`src/rtl/cpu_types_pkg.sv`:
```
// Shared CPU types: ALU opcodes, arbiter state encoding and request/response records.
package cpu_types_pkg;

    typedef enum logic [3:0] {
        AluSll  = 4'h0,
        AluSrl  = 4'h1,
        AluAnd  = 4'h2,
        AluOr   = 4'h3,
        AluXor  = 4'h4,
        AluNor  = 4'h5,
        AluAdd  = 4'h6,
        AluSub  = 4'h7,
        AluSlt  = 4'h8,
        AluSltu = 4'h9
    } aluop_t;

    typedef enum logic [1:0] {
        StIdle,
        StExec,
        StResp
    } arb_state_t;

    typedef struct packed {
        aluop_t      aluop;
        logic [31:0] a;
        logic [31:0] b;
    } alu_req_t;

    typedef struct packed {
        logic [31:0] out;
        logic        negative;
        logic        overflow;
        logic        zero;
        logic        illegal;
    } alu_rsp_t;

    // Legal codes are contiguous from 0, so a range test is enough.
    function automatic logic aluop_legal(logic [3:0] op);
        return op <= 4'h9;
    endfunction

endpackage

```
`src/rtl/alu_arbiter_if.sv`:
```
// Two-port request/response bundle between the requesters and alu_arbiter.
interface alu_arbiter_if;

    logic [1:0]       req_valid;
    logic [1:0]       req_ready;
    logic [1:0][3:0]  req_aluop;
    logic [1:0][31:0] req_a;
    logic [1:0][31:0] req_b;
    logic [1:0]       rsp_valid;
    logic [1:0]       rsp_ready;
    logic [31:0]      rsp_out;
    logic             rsp_negative;
    logic             rsp_overflow;
    logic             rsp_zero;
    logic             rsp_illegal;
    logic             busy;

    modport master (
        output req_valid, req_aluop, req_a, req_b, rsp_ready,
        input  req_ready, rsp_valid, rsp_out, rsp_negative, rsp_overflow, rsp_zero,
               rsp_illegal, busy
    );

    modport slave (
        input  req_valid, req_aluop, req_a, req_b, rsp_ready,
        output req_ready, rsp_valid, rsp_out, rsp_negative, rsp_overflow, rsp_zero,
               rsp_illegal, busy
    );

endinterface

```
`src/rtl/alu.sv`:
```
// Combinational 32-bit ALU with negative/overflow/zero flags.
module alu
    import cpu_types_pkg::*;
(
    input  aluop_t      aluop_i,
    input  logic [31:0] a_i,
    input  logic [31:0] b_i,
    output logic [31:0] out_o,
    output logic        negative_o,
    output logic        overflow_o,
    output logic        zero_o
);

    logic [31:0] sum;
    logic [31:0] diff;

    assign sum  = a_i + b_i;
    assign diff = a_i - b_i;

    always_comb begin
        out_o      = '0;
        overflow_o = 1'b0;
        case (aluop_i)
            AluSll:  out_o = a_i << b_i[4:0];
            AluSrl:  out_o = a_i >> b_i[4:0];
            AluAnd:  out_o = a_i & b_i;
            AluOr:   out_o = a_i | b_i;
            AluXor:  out_o = a_i ^ b_i;
            AluNor:  out_o = ~(a_i | b_i);
            AluAdd: begin
                out_o      = sum;
                overflow_o = (a_i[31] == b_i[31]) && (sum[31] != a_i[31]);
            end
            AluSub: begin
                out_o      = diff;
                overflow_o = (a_i[31] != b_i[31]) && (diff[31] != a_i[31]);
            end
            AluSlt:  out_o = {31'b0, $signed(a_i) < $signed(b_i)};
            AluSltu: out_o = {31'b0, a_i < b_i};
            default: out_o = '0;
        endcase
    end

    assign negative_o = out_o[31];
    assign zero_o     = (out_o == '0);

endmodule

```
`src/rtl/alu_rr_pick.sv`:
```
// Two-way round-robin picker: a lone requester wins, a contest goes to the port not served last.
module alu_rr_pick (
    input  logic [1:0] req_valid_i,
    input  logic       rr_last_i,
    output logic [1:0] grant_oh_o,
    output logic       grant_idx_o
);

    always_comb begin
        grant_idx_o = 1'b0;
        case (req_valid_i)
            2'b11:   grant_idx_o = ~rr_last_i;
            2'b10:   grant_idx_o = 1'b1;
            default: grant_idx_o = 1'b0;
        endcase
        grant_oh_o = (|req_valid_i) ? (2'b01 << grant_idx_o) : 2'b00;
    end

endmodule

```
`src/rtl/alu_arbiter.sv`:
```
// Round-robin sharing of one ALU between two valid/ready requesters.
// Optional ALU_ARB_BYPASS_EN: arbitrate during the response handshake for 2-cycle throughput.
module alu_arbiter
    import cpu_types_pkg::*;
#(
    parameter int unsigned RR_INIT = 0,
    parameter int unsigned DATA_W  = 32,
    parameter int unsigned AOP_W   = 4
) (
    input  logic          CLK,
    input  logic          RST,
    alu_arbiter_if.slave  bus
);

    if (DATA_W != 32 || AOP_W != 4 || RR_INIT > 1) begin : g_param_check
        $error("alu_arbiter: only DATA_W=32, AOP_W=4, RR_INIT in {0,1} are supported");
    end

    localparam logic RrLastInit = (RR_INIT == 0) ? 1'b1 : 1'b0;

    arb_state_t state_q, state_d;
    logic       rr_last_q, rr_last_d;
    logic       grant_q, grant_d;
    alu_req_t   req_q, req_d;
    alu_rsp_t   rsp_q, rsp_d;
    logic [1:0] rsp_valid_q, rsp_valid_d;
    logic       busy_q, busy_d;

    logic [1:0]  pick_oh;
    logic        pick_idx;
    logic        arb_en;
    logic        req_hs;
    logic        rsp_hs;
    logic [31:0] alu_out;
    logic        alu_neg;
    logic        alu_ovf;
    logic        alu_zero;

    alu_rr_pick u_pick (
        .req_valid_i (bus.req_valid),
        .rr_last_i   (rr_last_q),
        .grant_oh_o  (pick_oh),
        .grant_idx_o (pick_idx)
    );

    alu u_alu (
        .aluop_i    (req_q.aluop),
        .a_i        (req_q.a),
        .b_i        (req_q.b),
        .out_o      (alu_out),
        .negative_o (alu_neg),
        .overflow_o (alu_ovf),
        .zero_o     (alu_zero)
    );

    assign rsp_hs = (state_q == StResp) && bus.rsp_ready[grant_q];

`ifdef ALU_ARB_BYPASS_EN
    assign arb_en = !RST && ((state_q == StIdle) || rsp_hs);
`else
    assign arb_en = !RST && (state_q == StIdle);
`endif

    assign bus.req_ready = arb_en ? pick_oh : 2'b00;
    assign req_hs        = |bus.req_ready;

    always_comb begin
        state_d     = state_q;
        rr_last_d   = rr_last_q;
        grant_d     = grant_q;
        req_d       = req_q;
        rsp_d       = rsp_q;
        rsp_valid_d = rsp_valid_q;
        busy_d      = busy_q;

        case (state_q)
            StIdle: ;
            StExec: begin
                // Illegal ops must never expose the ALU output or its flags.
                if (aluop_legal(req_q.aluop)) begin
                    rsp_d = '{out: alu_out, negative: alu_neg, overflow: alu_ovf,
                              zero: alu_zero, illegal: 1'b0};
                end else begin
                    rsp_d         = '0;
                    rsp_d.illegal = 1'b1;
                end
                rsp_valid_d = 2'b01 << grant_q;
                state_d     = StResp;
            end
            StResp: begin
                if (rsp_hs) begin
                    rsp_valid_d = 2'b00;
                    busy_d      = 1'b0;
                    state_d     = StIdle;
                end
            end
            default: state_d = StIdle;
        endcase

        // Only reachable from StIdle, or from StResp when the bypass is built in.
        if (req_hs) begin
            req_d     = '{aluop: aluop_t'(bus.req_aluop[pick_idx]),
                          a: bus.req_a[pick_idx], b: bus.req_b[pick_idx]};
            grant_d   = pick_idx;
            rr_last_d = pick_idx;
            busy_d    = 1'b1;
            state_d   = StExec;
        end
    end

    always_ff @(posedge CLK) begin
        if (RST) begin
            state_q     <= StIdle;
            rr_last_q   <= RrLastInit;
            grant_q     <= 1'b0;
            req_q       <= '0;
            rsp_q       <= '0;
            rsp_valid_q <= 2'b00;
            busy_q      <= 1'b0;
        end else begin
            state_q     <= state_d;
            rr_last_q   <= rr_last_d;
            grant_q     <= grant_d;
            req_q       <= req_d;
            rsp_q       <= rsp_d;
            rsp_valid_q <= rsp_valid_d;
            busy_q      <= busy_d;
        end
    end

    assign bus.rsp_valid    = rsp_valid_q;
    assign bus.rsp_out      = rsp_q.out;
    assign bus.rsp_negative = rsp_q.negative;
    assign bus.rsp_overflow = rsp_q.overflow;
    assign bus.rsp_zero     = rsp_q.zero;
    assign bus.rsp_illegal  = rsp_q.illegal;
    assign bus.busy         = busy_q;

endmodule

```
`src/flat_wrapper.sv`:
```
// flat-port wrapper written by rule: the top's interface ports become plain ports
module alu_arbiter_flat import cpu_types_pkg::*;
#(
    parameter int unsigned RR_INIT = 0,
    parameter int unsigned DATA_W  = 32,
    parameter int unsigned AOP_W   = 4
)
  (CLK, RST, bus_req_valid, bus_req_aluop, bus_req_a, bus_req_b, bus_rsp_ready, bus_req_ready, bus_rsp_valid, bus_rsp_out, bus_rsp_negative, bus_rsp_overflow, bus_rsp_zero, bus_rsp_illegal, bus_busy);
  alu_arbiter_if bus_i ();
  input  logic CLK;
  input  logic RST;
  input wire logic [$bits(bus_i.req_valid)-1:0] bus_req_valid;
  input wire logic [$bits(bus_i.req_aluop)-1:0] bus_req_aluop;
  input wire logic [$bits(bus_i.req_a)-1:0] bus_req_a;
  input wire logic [$bits(bus_i.req_b)-1:0] bus_req_b;
  input wire logic [$bits(bus_i.rsp_ready)-1:0] bus_rsp_ready;
  output wire logic [$bits(bus_i.req_ready)-1:0] bus_req_ready;
  output wire logic [$bits(bus_i.rsp_valid)-1:0] bus_rsp_valid;
  output wire logic [$bits(bus_i.rsp_out)-1:0] bus_rsp_out;
  output wire logic [$bits(bus_i.rsp_negative)-1:0] bus_rsp_negative;
  output wire logic [$bits(bus_i.rsp_overflow)-1:0] bus_rsp_overflow;
  output wire logic [$bits(bus_i.rsp_zero)-1:0] bus_rsp_zero;
  output wire logic [$bits(bus_i.rsp_illegal)-1:0] bus_rsp_illegal;
  output wire logic [$bits(bus_i.busy)-1:0] bus_busy;
  assign bus_i.req_valid = bus_req_valid;
  assign bus_i.req_aluop = bus_req_aluop;
  assign bus_i.req_a = bus_req_a;
  assign bus_i.req_b = bus_req_b;
  assign bus_i.rsp_ready = bus_rsp_ready;
  assign bus_req_ready = bus_i.req_ready;
  assign bus_rsp_valid = bus_i.rsp_valid;
  assign bus_rsp_out = bus_i.rsp_out;
  assign bus_rsp_negative = bus_i.rsp_negative;
  assign bus_rsp_overflow = bus_i.rsp_overflow;
  assign bus_rsp_zero = bus_i.rsp_zero;
  assign bus_rsp_illegal = bus_i.rsp_illegal;
  assign bus_busy = bus_i.busy;
  alu_arbiter #(.RR_INIT(RR_INIT), .DATA_W(DATA_W), .AOP_W(AOP_W)) u_core (.CLK(CLK), .RST(RST), .bus(bus_i));
endmodule
```
`config.mk`:
```
export PLATFORM = sky130hd
export DESIGN_NAME = alu_arbiter_flat
export DESIGN_NICKNAME = d
export VERILOG_FILES = /design/src/rtl/cpu_types_pkg.sv /design/src/rtl/alu_arbiter_if.sv /design/src/rtl/alu.sv /design/src/rtl/alu_rr_pick.sv /design/src/rtl/alu_arbiter.sv /design/src/flat_wrapper.sv
export SDC_FILE = /design/constraint.sdc
export NUM_CORES = 1
export LEC_CHECK = 0
export CORE_ASPECT_RATIO = 0.7
export CORE_UTILIZATION = 45
export CTS_BUF_LIST = sky130_fd_sc_hd__clkbuf_4 sky130_fd_sc_hd__clkbuf_8 sky130_fd_sc_hd__clkbuf_16
export DETAILED_ROUTE_END_ITERATION = 7
export PLACE_DENSITY = 0.67
export SLEW_MARGIN = 10
export SYNTH_ARGS = -nofsm -noshare
export SYNTH_HDL_FRONTEND = slang
export SYNTH_SLANG_ARGS = --single-unit
```
`constraint.sdc`:
```
create_clock -name CLK -period 8.8 [get_ports CLK]
set_input_delay 1.32 -clock CLK [delete_from_list [all_inputs] [get_ports CLK]]
set_output_delay 1.32 -clock CLK [all_outputs]
set_load 0.005 [all_outputs]
```
==> run_results.csv <==
group,metric,value,unit
status,status,"finished, final reports clean",
floorplan,design.core.area,0.0314,sq mm
final_timing,fmaxAchievable,180,MHz
worst_setup_path,reg2reg_depth,13,
worst_setup_path,cp_slowest_cell,"o311ai_0",
final_timing,setup_viol,0,
flow_run,warning_count,95,
final_layout,lay_top_count,"nor2_1",
final_timing,slew_headroom,18.4,%
drt,drt-total-wl,67300,um
global_routing,met1_usage,56.5,%
final_timing,finalClockPeriodUsage,63.0,%
logic_synthesis,edf_count,0,
worst_setup_path,worst-path-buf-inv,2,
final_timing,setup_tns,0,ns
logic_synthesis,synth_cells,1941,
logic_synthesis,numSynthFlops,110,
final_layout,fill_cells,3073,
logic_synthesis,ys_top_cells_by_count,"nor2_1 (256), mux2i_1 (139), a21oi_1 (125), nand2_1 (120), clkbuf_1 (117)",
logic_synthesis,largest_area_cell,"dfxtp_1",
logic_synthesis,flop_cell,"dfxtp_1",
final_layout,final_cell_mix,"nor2_1 (256), clkdlybuf4s50_1 (181), mux2i_1 (139)",
final_layout,stdcell_count,2420,
final_timing,hold_violations,0,
global_routing,grt_max_degree,95,
drt,drtIter0Drc,2278,
clock_tree,clkSinkCount,110,
logic_synthesis,synthAdderAreaFrac,9.03,%
worst_setup_path,ff2ff_setup_slack,3.25,ns
drt,postRouteAntennaNets,0,
pwr,seq_power_share,22.8,%
worst_setup_path,required,9.11,ns
worst_setup_path,cp_common_cell,"nor4_1",
clock_tree,cts_buffers,9,
logic_synthesis,avgSynthCellArea,7.44,sq um
clock_tree,cts_root_buf,"clkbuf_16",
worst_setup_path,r2r-start,"u_core.req_q[3]$_SDFFE_PP0P_",
final_layout,drive_above_1_share,7.95,%
logic_synthesis,synth_seq_share,15.3,%
floorplan,fp_util,46.0,%
drt,wl_met3,8040,um
==> area by class of cell <==
class,count,area [sq um],area share [%]
Antenna cell,1,2.50,0.0150
Clock buffer,9,225,1.35
Clock inverter,7,103,0.615
Inverter,94,353,2.11
Multi-Input combinational cell,1558,11200,66.8
Sequential cell,110,2210,13.3
Tap cell,420,526,3.15
Timing Repair Buffer,221,2110,12.7
==> power by group through the flow <==
stage                     combinational, mW  clock (mW)  sequential (mW)
after floorplan                        1.21           0            0.624
after CTS                              1.83       0.488            0.695
after detailed placement               1.82           0            0.706
final                                  1.90       0.480            0.702
after global placement                 1.81           0            0.701
after global routing                   2.00       0.506            0.709
Fig. 1: placed cells, one color a class
(1 px per um)
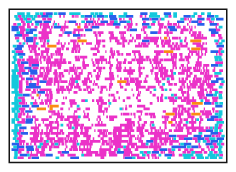
[all other logic] magenta | cells: 1652 | share of their area: 71%
[flip-flops] blue | cells: 110 | share of their area: 14%
[other buffers and delay cells] cyan | cells: 221 | share of their area: 13%
[clock drivers and dummy loads] orange | cells: 16 | share of their area: 2.0%
# rows: 54
post-layout instance area: 0.0167 sq mm

Fig. 2: clock network drawn from the DEF
(1 px per um)
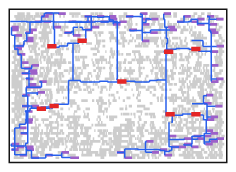
[cells driving clock nets] red | count: 9
[flip-flops] purple | count: 110
[clock wires] blue | length: 1860 um
routed clock nets: 10
flops lie: widely spread
clock network fraction of total power: 15.6%
Layout Skew: 0.00920 ns
clk pwr: 0.480 mW

Fig. 3: sequential cells grouped by signal name
(1 px per um) Other sequential cells in the stronger gray, the rest of the logic in the fainter gray.
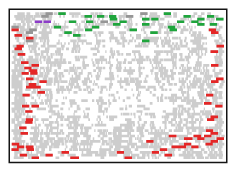
[u_core.state_q] purple | sequential cells: 2
[u_core.req_q] red | sequential cells: 68 | where: widely spread
[u_core.bus.rsp_out] green | sequential cells: 31
not colored: 9
Flop+latch power: 0.702 mW
final core utilization: 53.2%

Fig. 4: cell outlines without signal wires
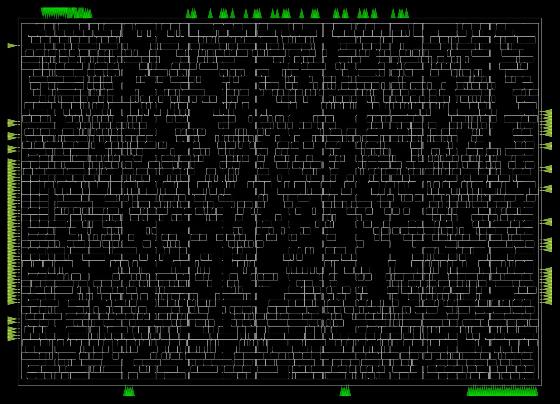
seq_cells: 110
Seq/total area: 13.3%

No activity file was given, so power comes from the tool's default toggle rates.
